==> run_1/congestion.png <==
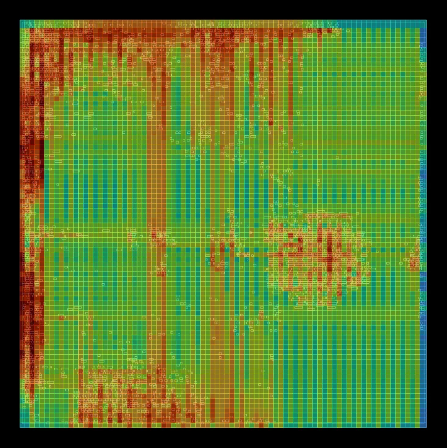
==> run_1/cell_density.png <==
The die is cut into 29 by 29 equal tiles; white is low, dark blue is high, 0 to 100% covered.
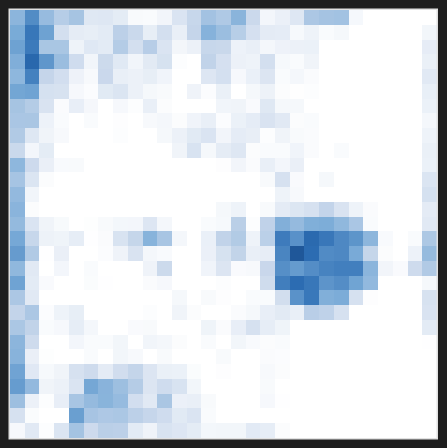
==> run_1/layer_met4.png <==
Bar = 200 µm. Supply wires on this layer in grey. Cells faint in the background.
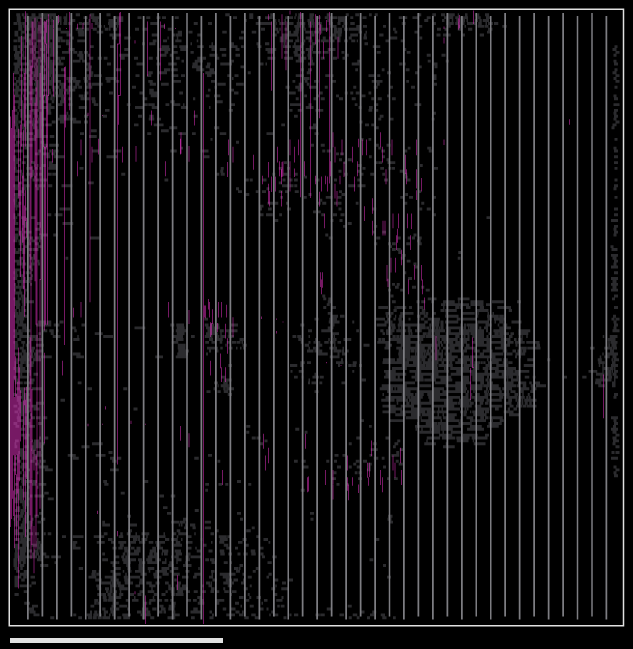
==> run_1/layer_met1.png <==
Supply wires on this layer in grey.
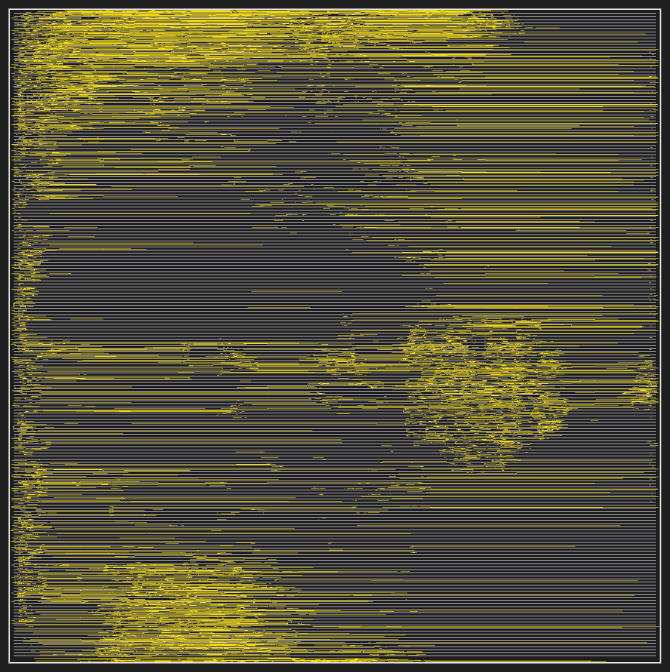
[src/rtl/alt_ddr2_agx2_arb_pkg.sv]
// Shared types and helpers for the DDR2 local-port arbiter.
package alt_ddr2_agx2_arb_pkg;

    // Port index is sized for the largest supported port count (4).
    localparam int MAX_PORTS  = 4;
    localparam int TAG_PORT_W = 2;
    // Burst size field in a tag; wide enough for any supported SIZE_W.
    localparam int TAG_SIZE_W = 8;

    // One outstanding read: which port issued it and how many beats it returns.
    typedef struct packed {
        logic [TAG_PORT_W-1:0] port;
        logic [TAG_SIZE_W-1:0] size;
    } tag_t;

    typedef enum logic [0:0] {
        IDLE   = 1'b0,
        WBURST = 1'b1
    } arb_state_t;

    // Round-robin search: first requester after ptr, wrapping at num_ports.
    // Returns {found, index}.
    function automatic logic [TAG_PORT_W:0] rr_pick(
        input logic [MAX_PORTS-1:0]  req,
        input logic [TAG_PORT_W-1:0] ptr,
        input int                    num_ports
    );
        logic                  found;
        logic [TAG_PORT_W-1:0] idx;
        int                    cand;
        found = 1'b0;
        idx   = '0;
        for (int k = 1; k <= MAX_PORTS; k++) begin
            cand = int'(ptr) + k;
            if (cand >= num_ports) begin
                cand = cand - num_ports;
            end else begin
                cand = cand;
            end
            if (!found && (k <= num_ports) && req[cand[TAG_PORT_W-1:0]]) begin
                found = 1'b1;
                idx   = cand[TAG_PORT_W-1:0];
            end else begin
                found = found;
            end
        end
        return {found, idx};
    endfunction

    // A burst size of zero behaves exactly like a single beat.
    function automatic logic [TAG_SIZE_W-1:0] eff_size(input logic [TAG_SIZE_W-1:0] s);
        return (s == '0) ? TAG_SIZE_W'(1) : s;
    endfunction

endpackage

[src/rtl/alt_ddr2_agx2_tag_fifo.sv]
// Synchronous FIFO of read tags; push and pop may occur in the same cycle.
module alt_ddr2_agx2_tag_fifo
    import alt_ddr2_agx2_arb_pkg::*;
#(
    parameter int DEPTH = 16
) (
    input  logic clk,
    input  logic rst_n,
    input  logic push,
    input  tag_t push_tag,
    input  logic pop,
    output tag_t head,
    output logic full,
    output logic empty
);

    localparam int AW = $clog2(DEPTH);

    tag_t            mem_r [DEPTH];
    logic [AW-1:0]   wr_ptr_r;
    logic [AW-1:0]   rd_ptr_r;
    logic [AW:0]     count_r;
    logic            do_push_s;
    logic            do_pop_s;

    // Flags and qualified push/pop strobes.
    always_comb begin
        full      = (count_r == (AW+1)'(DEPTH));
        empty     = (count_r == '0);
        do_push_s = push & ~full;
        do_pop_s  = pop & ~empty;
        head      = mem_r[rd_ptr_r];
    end

    // Pointer and occupancy tracking.
    always_ff @(posedge clk or negedge rst_n) begin
        if (!rst_n) begin
            wr_ptr_r <= '0;
            rd_ptr_r <= '0;
            count_r  <= '0;
        end else begin
            if (do_push_s) begin
                wr_ptr_r <= wr_ptr_r + AW'(1);
            end
            if (do_pop_s) begin
                rd_ptr_r <= rd_ptr_r + AW'(1);
            end
            case ({do_push_s, do_pop_s})
                2'b10:   count_r <= count_r + (AW+1)'(1);
                2'b01:   count_r <= count_r - (AW+1)'(1);
                default: count_r <= count_r;
            endcase
        end
    end

    // Tag storage; contents are only meaningful below the occupancy count.
    always_ff @(posedge clk) begin
        if (do_push_s) begin
            mem_r[wr_ptr_r] <= push_tag;
        end
    end

endmodule

[src/rtl/alt_ddr2_agx2_local_arbiter.sv]
// Round-robin arbiter sharing one DDR2 local command port among several
// masters, with write-burst locking and tagged read-data return.
module alt_ddr2_agx2_local_arbiter
    import alt_ddr2_agx2_arb_pkg::*;
#(
    parameter int NUM_PORTS = 2,
    parameter int ADDR_W    = 25,
    parameter int DATA_W    = 256,
    parameter int BE_W      = 32,
    parameter int SIZE_W    = 3,
    parameter int TAG_DEPTH = 16
) (
    input  logic                          phy_clk,
    input  logic                          reset_phy_clk_n,
    input  logic [NUM_PORTS*ADDR_W-1:0]   p_address,
    input  logic [NUM_PORTS-1:0]          p_read_req,
    input  logic [NUM_PORTS-1:0]          p_write_req,
    input  logic [NUM_PORTS-1:0]          p_burstbegin,
    input  logic [NUM_PORTS*SIZE_W-1:0]   p_size,
    input  logic [NUM_PORTS*DATA_W-1:0]   p_wdata,
    input  logic [NUM_PORTS*BE_W-1:0]     p_be,
    output logic [NUM_PORTS-1:0]          p_ready,
    output logic [DATA_W-1:0]             p_rdata,
    output logic [NUM_PORTS-1:0]          p_rdata_valid,
    output logic [ADDR_W-1:0]             local_address,
    output logic [SIZE_W-1:0]             local_size,
    output logic [DATA_W-1:0]             local_wdata,
    output logic [BE_W-1:0]               local_be,
    output logic                          local_read_req,
    output logic                          local_write_req,
    output logic                          local_burstbegin,
    input  logic                          local_ready,
    input  logic [DATA_W-1:0]             local_rdata,
    input  logic                          local_rdata_valid,
    input  logic                          local_init_done,
    output logic                          rd_orphan_err
);

    arb_state_t               state_r, state_nxt_s;
    logic [TAG_PORT_W-1:0]    rr_ptr_r, rr_ptr_nxt_s;
    logic [TAG_PORT_W-1:0]    lock_port_r, lock_port_nxt_s;
    logic [TAG_SIZE_W-1:0]    beats_left_r, beats_left_nxt_s;
    logic [TAG_SIZE_W-1:0]    rbeat_r;
    logic                     orphan_r;

    logic                     en_s;
    logic [MAX_PORTS-1:0]     rd4_s, wr4_s, bb4_s, cand_s, ready4_s;
    logic [TAG_PORT_W:0]      pick_s;
    logic [TAG_PORT_W-1:0]    win_s;
    logic                     grant_s, rd_sel_s, wr_sel_s;
    logic                     acc_rd_s, acc_wr_s;
    logic [SIZE_W-1:0]        size_raw_s;
    logic [TAG_SIZE_W-1:0]    size_eff_s;

    logic                     fifo_full_s, fifo_empty_s, fifo_pop_s;
    tag_t                     head_s, push_tag_s;
    logic                     rv_s, hit_s;

    // Widen per-port strobes and pick the round-robin winner; reads are
    // excluded from arbitration while the tag FIFO cannot take another entry.
    always_comb begin
        en_s   = local_init_done & reset_phy_clk_n;
        rd4_s  = '0;
        wr4_s  = '0;
        bb4_s  = '0;
        rd4_s[NUM_PORTS-1:0] = p_read_req;
        wr4_s[NUM_PORTS-1:0] = p_write_req;
        bb4_s[NUM_PORTS-1:0] = p_burstbegin;
        if (fifo_full_s) begin
            cand_s = wr4_s;
        end else begin
            cand_s = rd4_s | wr4_s;
        end
        pick_s = rr_pick(cand_s, rr_ptr_r, NUM_PORTS);
    end

    // Grant selection and command mux onto the controller port.
    always_comb begin
        win_s    = pick_s[TAG_PORT_W-1:0];
        grant_s  = 1'b0;
        rd_sel_s = 1'b0;
        wr_sel_s = 1'b0;
        local_burstbegin = 1'b0;
        case (state_r)
            IDLE: begin
                grant_s  = en_s & pick_s[TAG_PORT_W];
                rd_sel_s = grant_s & rd4_s[win_s] & ~fifo_full_s;
                wr_sel_s = grant_s & ~rd_sel_s & wr4_s[win_s];
                local_burstbegin = grant_s & bb4_s[win_s];
            end
            WBURST: begin
                win_s    = lock_port_r;
                grant_s  = en_s;
                wr_sel_s = en_s & wr4_s[lock_port_r];
            end
            default: begin
                grant_s = 1'b0;
            end
        endcase
        size_raw_s    = p_size[int'(win_s)*SIZE_W +: SIZE_W];
        size_eff_s    = eff_size(TAG_SIZE_W'(size_raw_s));
        local_address = p_address[int'(win_s)*ADDR_W +: ADDR_W];
        local_size    = size_raw_s;
        local_wdata   = p_wdata[int'(win_s)*DATA_W +: DATA_W];
        local_be      = p_be[int'(win_s)*BE_W +: BE_W];
        local_read_req  = rd_sel_s;
        local_write_req = wr_sel_s;
        acc_rd_s = rd_sel_s & local_ready;
        acc_wr_s = wr_sel_s & local_ready;
        ready4_s = '0;
        if (grant_s) begin
            ready4_s[win_s] = local_ready;
        end else begin
            ready4_s = '0;
        end
        p_ready = ready4_s[NUM_PORTS-1:0];
    end

    // Next-state logic: round-robin pointer update and write-burst locking.
    always_comb begin
        state_nxt_s      = state_r;
        rr_ptr_nxt_s     = rr_ptr_r;
        lock_port_nxt_s  = lock_port_r;
        beats_left_nxt_s = beats_left_r;
        case (state_r)
            IDLE: begin
                if (acc_rd_s) begin
                    rr_ptr_nxt_s = win_s;
                end else if (acc_wr_s) begin
                    if (size_eff_s <= TAG_SIZE_W'(1)) begin
                        rr_ptr_nxt_s = win_s;
                    end else begin
                        lock_port_nxt_s  = win_s;
                        beats_left_nxt_s = size_eff_s - TAG_SIZE_W'(1);
                        state_nxt_s      = WBURST;
                    end
                end else begin
                    state_nxt_s = IDLE;
                end
            end
            WBURST: begin
                if (acc_wr_s) begin
                    if (beats_left_r <= TAG_SIZE_W'(1)) begin
                        beats_left_nxt_s = '0;
                        rr_ptr_nxt_s     = lock_port_r;
                        state_nxt_s      = IDLE;
                    end else begin
                        beats_left_nxt_s = beats_left_r - TAG_SIZE_W'(1);
                    end
                end else begin
                    state_nxt_s = WBURST;
                end
            end
            default: begin
                state_nxt_s = IDLE;
            end
        endcase
    end

    // Read return: steer each beat to the port at the head of the tag FIFO.
    always_comb begin
        rv_s       = en_s & local_rdata_valid;
        hit_s      = rv_s & ~fifo_empty_s;
        fifo_pop_s = hit_s & ((rbeat_r + TAG_SIZE_W'(1)) == head_s.size);
        push_tag_s = '{port: win_s, size: size_eff_s};
        p_rdata    = local_rdata;
        p_rdata_valid = '0;
        for (int i = 0; i < NUM_PORTS; i++) begin
            p_rdata_valid[i] = hit_s & (int'(head_s.port) == i);
        end
        rd_orphan_err = orphan_r;
    end

    // Arbitration state registers.
    always_ff @(posedge phy_clk or negedge reset_phy_clk_n) begin
        if (!reset_phy_clk_n) begin
            state_r      <= IDLE;
            rr_ptr_r     <= TAG_PORT_W'(NUM_PORTS - 1);
            lock_port_r  <= '0;
            beats_left_r <= '0;
        end else begin
            state_r      <= state_nxt_s;
            rr_ptr_r     <= rr_ptr_nxt_s;
            lock_port_r  <= lock_port_nxt_s;
            beats_left_r <= beats_left_nxt_s;
        end
    end

    // Read beat counter and sticky orphan-beat flag.
    always_ff @(posedge phy_clk or negedge reset_phy_clk_n) begin
        if (!reset_phy_clk_n) begin
            rbeat_r  <= '0;
            orphan_r <= 1'b0;
        end else begin
            if (fifo_pop_s) begin
                rbeat_r <= '0;
            end else if (hit_s) begin
                rbeat_r <= rbeat_r + TAG_SIZE_W'(1);
            end
            if (rv_s & fifo_empty_s) begin
                orphan_r <= 1'b1;
            end
        end
    end

    alt_ddr2_agx2_tag_fifo #(
        .DEPTH (TAG_DEPTH)
    ) u_tag_fifo (
        .clk      (phy_clk),
        .rst_n    (reset_phy_clk_n),
        .push     (acc_rd_s),
        .push_tag (push_tag_s),
        .pop      (fifo_pop_s),
        .head     (head_s),
        .full     (fifo_full_s),
        .empty    (fifo_empty_s)
    );

endmodule

[config.mk]
export PLATFORM = sky130hd
export DESIGN_NAME = alt_ddr2_agx2_local_arbiter
export DESIGN_NICKNAME = d
export VERILOG_FILES = /design/src/rtl/alt_ddr2_agx2_arb_pkg.sv /design/src/rtl/alt_ddr2_agx2_tag_fifo.sv /design/src/rtl/alt_ddr2_agx2_local_arbiter.sv
export SDC_FILE = /design/constraint.sdc
export NUM_CORES = 1
export LEC_CHECK = 0
export ABC_AREA = 0
export ABC_CLOCK_PERIOD_IN_PS = 5300
export CORE_AREA = 3 3 572 574
export CTS_CLUSTER_SIZE = 14
export DETAILED_ROUTE_END_ITERATION = 6
export DIE_AREA = 0 0 575 577
export GPL_TIMING_DRIVEN = 0
export SLEW_MARGIN = 40
export SYNTH_ARGS = -nofsm -noshare
export SYNTH_HDL_FRONTEND = slang
export SYNTH_HIERARCHICAL = 1
export SYNTH_SLANG_ARGS = --single-unit
[constraint.sdc]
create_clock -name phy_clk -period 5.3 [get_ports phy_clk]
set_clock_uncertainty 0.15 [all_clocks]
set_input_delay 1.59 -clock phy_clk [delete_from_list [all_inputs] [get_ports phy_clk]]
set_output_delay 1.59 -clock phy_clk [all_outputs]
set_load 0.01 [all_outputs]
==> CHANGELOG.md, run 1 <==
### Implementation results

* Status: finished, violations left
* Failing checks: negative setup slack
* PortBufs at 1,222
* Startpoint Class: input port
* Final ANT Viol Nets at 0
* Switch share at 40.8%
* Worst Tran Pin Value at 1.18 ns
* Initial antenna violation count at 266
* CP cell instances: buf_6 -> nor2b_4 -> o31ai_4 -> o21a_4 -> mux2i_4 -> buf_12 -> inv_16 -> buf_12 -> buf_16 -> buf_12 -> buf_16 -> buf_8 -> nand2_8 -> a21oi_4 -> buf_6
* Clock Tree Buf Depth at 2
* Internal power at 4.33 mW
* Number of global-route vias before repair at 20,600
* Clk root buf: clkbuf_16
* Insertion Delay late pin at 0.43 ns
* CP arrival at 3.67 ns
* Lkg Pwr at 15.6 nW
* Num ports at 1,479
* CP Capture Type: output port
* Ys flop type: edfxtp_1
* Final net count at 4,278
* Yosys stat cell total at 1,895
* Grt ovf at 0
* Post-route cell area at 0.0417 mm²
* WL final at 312,000 µm
* Max Freq at 0.185 GHz
* Fin crit period at 5.41 ns
* Vias at 21,700
* Total CTS buffers at 17
* Clock Power Share at 18.2%
* Final setup fails at 47
* H-tree Lvls at 4
* Slowest cell on the critical path: a21oi_4
* EDFF count, synth at 160
* Max-Cap Viols at 0
* Fill count at 37,000
* Final setup margin at -0.111 ns
* Core Area at 0.323 mm²
* Net Sw Power at 2.98 mW
* Min-delay worst type: flop to flop
* Placed inst area at 0.0332 mm²
* Worst Hold Path Cells at 1
* Tool warnings at 32
* Crit-path max FO at 5
* Register-to-register setup slack at 0.38 ns
* WHS at 0.345 ns
* Row count at 209
* DIE AREA at 0.332 mm²
* Reg2reg path depth at 18
## Picture notes: congestion.png
Tot GR Track Use: 17.8%
met3 Usage GRT: 9.47%
Layout Utilization: 12.9%
met1 Usage GRT: 19.7%

## Picture notes: cell_density.png
mean over tiles: 11%
nearly empty tiles: 45%
fullest tile: 84%

## Picture notes: layer_met4.png
share of all routed wire: 4.0%
longest straight run: 517 µm

## Picture notes: layer_met1.png
share of all routed wire: 37%
wire length on this layer: 115 mm
nets with wire on the layer: 3,804
longest straight run: 356 µm
main direction: horizontal

## run 1: logic make-up after synthesis
group / Yosys count / synth area share (%)
and+or+nand+nor: 763 / 20.3
xor gates and xnor gates: 22 / 1.33
buffers and inverters: 404 / 17.4
other: 1 / 0.0249
adders and majority gates: 14 / 1.21
AOI/OAI and AO/OA: 428 / 15.6
DFF: 195 / 37.7
muxes: 68 / 6.42
## run 1: Yosys cell counts, types with 15 or more instances
| cell type | n | area, µm² |
|---|---|---|
| a21oi_1 | 337 | 1690 |
| mux4_2 | 20 | 450 |
| buf_2 | 44 | 220 |
| inv_1 | 15 | 56.3 |
| nor2_1 | 28 | 105 |
| nand2_1 | 668 | 2510 |
| nor3_1 | 16 | 80.1 |
| dfrtp_1 | 34 | 851 |
| edfxtp_1 | 160 | 4800 |
| mux2i_1 | 34 | 340 |
| o21ai_0 | 35 | 175 |
| buf_4 | 258 | 1940 |
| clkbuf_1 | 65 | 244 |
## run 1: worst max-delay path, delay by kind of cell
| kind | cells | cell delay [ns] |
|---|---|---|
| mux | 1 | 0.07 |
| simple gates | 2 | 0.18 |
| compound gates | 3 | 0.62 |
| buf+inv | 9 | 1.14 |
## run 1: sequential cells by signal (all words and copies together) (netlist names)
signal               cells
u_tag_fifo/wr_ptr_r      4
rd_orphan_err            1
lock_port_r              2
rbeat_r                  8
beats_left_r             8
u_tag_fifo/rd_ptr_r      4
u_tag_fifo/count_r       5
u_tag_fifo/mem_r       160
rr_ptr_r                 2
state_r                  1
## run 1: through the flow
step                total power [mW]  setup TNS [ns]
floorplan                       2.80               0
global placement                5.25         -877.83
detailed placement              5.24         -552.15
CTS                             7.15          -21.01
global route                    7.61          -10.28
finish                          7.31           -1.65
## run 1: layer usage
metal | routed length, µm | part of all wire, %
met5 | 396 | 0.13
met4 | 12500 | 4.0
met3 | 39400 | 13
met2 | 144000 | 46
met1 | 115000 | 37
## run 1: layout by cell type, fill, tap and decap left out, types with 68 or more instances in the layout
master / count
conb_1: 80
nand2_1: 362
a21oi_4: 148
nand2_4: 158
clkdlybuf4s50_1: 894
edfxtp_1: 160
buf_12: 87
nand2_2: 124
buf_6: 239
a21oi_2: 130
buf_4: 307
buf_2: 68
## run 1: cell type report
| cell class | count | area, µm² | share of cell area (%) |
|---|---|---|---|
| Antenna cell | 57 | 143 | 0.342 |
| Buffer | 373 | 3400 | 8.17 |
| Clock buffer | 17 | 425 | 1.02 |
| Clock inverter | 15 | 195 | 0.469 |
| Inverter | 18 | 83.8 | 0.201 |
| Multi-Input combinational cell | 1375 | 11200 | 26.9 |
| Sequential cell | 195 | 5680 | 13.6 |
| Tap cell | 4325 | 5410 | 13.0 |
| Timing Repair Buffer | 1385 | 15100 | 36.2 |
## run 1: power groups by stage
| stage | logic, mW | clock network [mW] | registers (mW) |
|---|---|---|---|
| floorplan | 1.01 | 0 | 1.79 |
| global placement | 3.45 | 0 | 1.80 |
| detailed placement | 3.44 | 0 | 1.80 |
| CTS | 4.01 | 1.36 | 1.77 |
| global route | 4.41 | 1.43 | 1.78 |
| finish | 4.21 | 1.33 | 1.77 |
==> run 1 -> run 2 <==
Settings changed: CORE_AREA 3 3 572 574 to 3 3 576 578, DIE_AREA 0 0 575 577 to 0 0 579 581, SYNTH_HIERARCHICAL 1 to unset.
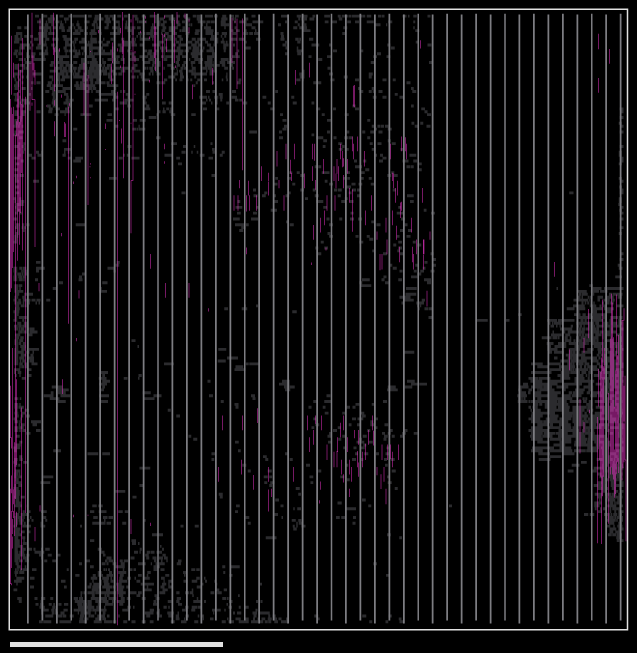
(run_2/layer_met4.png)
Bar = 200 µm. Supply wires on this layer in grey. Cells faint in the background.
main direction: vertical
wire length on this layer: 9,870 µm
nets with wire on the layer: 259
share of all routed wire: 3.2%
longest straight run: 501 µm

==> run 2 against run 1 <==
Compared with the run above:
- the run still ends with negative setup slack left
- utilization fell by 2.3 points
- synthesized area fell by 22%
- clock power fell by 17%
- fmax fell by 1.1%
- power rose by 6.3%
- final cell count fell by 4.1%
- sequential cell count fell by 80
- via count fell by 9.5%
- largest cell class unchanged
==> CHANGELOG.md, run 2 <==
### Implementation results

* Largest regs: u_tag_fifo.mem_r x80, beats_left_r x8, rbeat_r x8
* Tot Pwr at 7.77 mW (+6.3%)
* Core Area at 0.327 mm² (+1.2%)
* Final setup margin at -0.173 ns (-0.0624 ns)
* Top cells excl fill/tap: 897 x clkdlybuf4s50_1, 560 x nand2_1, 342 x buf_4
* Failing checks: negative setup slack
* Number of global-route vias before repair at 18,500 (-10%)
* Yosys top cell by instances: nand2_1
* CP arrival at 3.73 ns (+0.06 ns)
* Status: finished, violations left
* Yosys top cell by area: nand2_1
* WL final at 313,000 µm (+0.16%)
* Most numerous logic cell after layout: clkdlybuf4s50_1
* Tool warnings at 32 (unchanged)
* Top cells by count: 655 x nand2_1, 322 x a21oi_1, 257 x buf_4, 80 x edfxtp_1, 75 x clkbuf_1
* Max Freq at 0.183 GHz (-1.1%)
* Final setup fails at 235 (+400%)
* Fin crit period at 5.47 ns (+0.0624 ns)
* Clock Tree Buf Depth at 2 (unchanged)
* Initial antenna violation count at 257 (-3.4%)
* Min-delay worst type: flop to flop
* PortBufs at 1,221 (-0.082%)
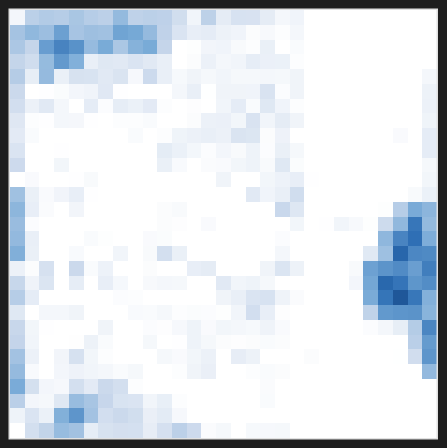
(run_2/cell_density.png)
The die is cut into 29 by 29 equal tiles; white is low, dark blue is high, 0 to 100% covered.
tiles over 75% full: 0.40%
nearly empty tiles: 54%
mean over tiles: 8.6%
emptiest ninth of the die: north-east
fullest tile: 84%
densest ninth of the die: north-west

## run 2: what timing repair did
item / 4_1_cts / 5_1_grt
cloned: 21 / 6
pin swaps: 47 / 59
buffers inserted: 31 / 26
endpoints found under the setup margin: 341 / 321
resized: 1436 / 596
## run 2: per-layer routing
| metal | vias to the layer above | routed length [µm] | global-route usage, % |
|---|---|---|---|
| li1 | 8204 | - | - |
| met4 | 106 | 9870 | 3.15 |
| met3 | 567 | 47900 | 11.6 |
| met1 | 9211 | 114000 | 19.3 |
| met2 | 1577 | 140000 | 28.8 |
| met5 | - | 703 | 0 |
## run 2: stage by stage
stage	cell area [µm²]	worst slack, ns	utilization [%]	cells	setup TNS, ns
floorplan	11800	0.190	-	1716	0
global placement	29500	-4.75	9.01	7283	-1205.49
detailed placement	29300	-3.21	8.95	7293	-813.42
CTS	32900	-0.275	10.1	7376	-53.31
global route	34600	-0.305	10.6	7430	-46.48
finish	34600	-0.173	10.6	7443	-17.99
## run 2: where the power goes
group	internal [mW]	switching, mW	leakage (nW)
Combinational	2.27	3.32	11.3
Sequential	1.02	0.0543	1.17
Clock	0.627	0.484	0.279
Total	3.92	3.85	12.8
## run 2: path summary, 6_finish.rpt
| check | to | slack, ns | cells after the start |
|---|---|---|---|
| max | local_wdata[48] | -0.17 | 12 |
| min | rbeat_r[7] | 0.36 | 1 |
| max reg2reg | u_tag_fifo.count_r[4] | 0.94 | 15 |
| min reg2reg | rbeat_r[7] | 0.36 | 1 |
| max in group asynchronous | rr_ptr_r[0] | 3.79 | 1 |
| min in group asynchronous | u_tag_fifo.rd_ptr_r[3] | 0.90 | 1 |
## run 2: logic make-up after synthesis
kind of cell	synth area share [%]
mux	5.08
flops	27.8
fa+ha+maj	1.55
xor+xnor	1.48
buf+inv	21.2
compound gates	18.6
simple gates	24.4
## run 2: area by class of cell
class                      count  area [µm²]
tap                         4346        5440
timing repair buffer        1310       14000
timing repair inverter         1        16.3
multi-input combinational   1204        7720
fill                       37900      292000
clock buffer                  17         425
clock inverter                15         154
sequential                   115        3280
inverter                      17        80.1
antenna                       41         103
buffer                       377        3450
## run 2: critical path, cell delays in order
cell and delay, ns:
buf_8 0.10, a21boi_4 0.13, o221a_4 0.30, a21boi_4 0.15
buf_12 0.16, buf_16 0.16, buf_4 0.14, buf_12 0.16
buf_12 0.16, nand2_1 0.05, a21oi_1 0.15, dlygate4sd2_1 0.40
No activity file was given, so power comes from the tool's default toggle rates.
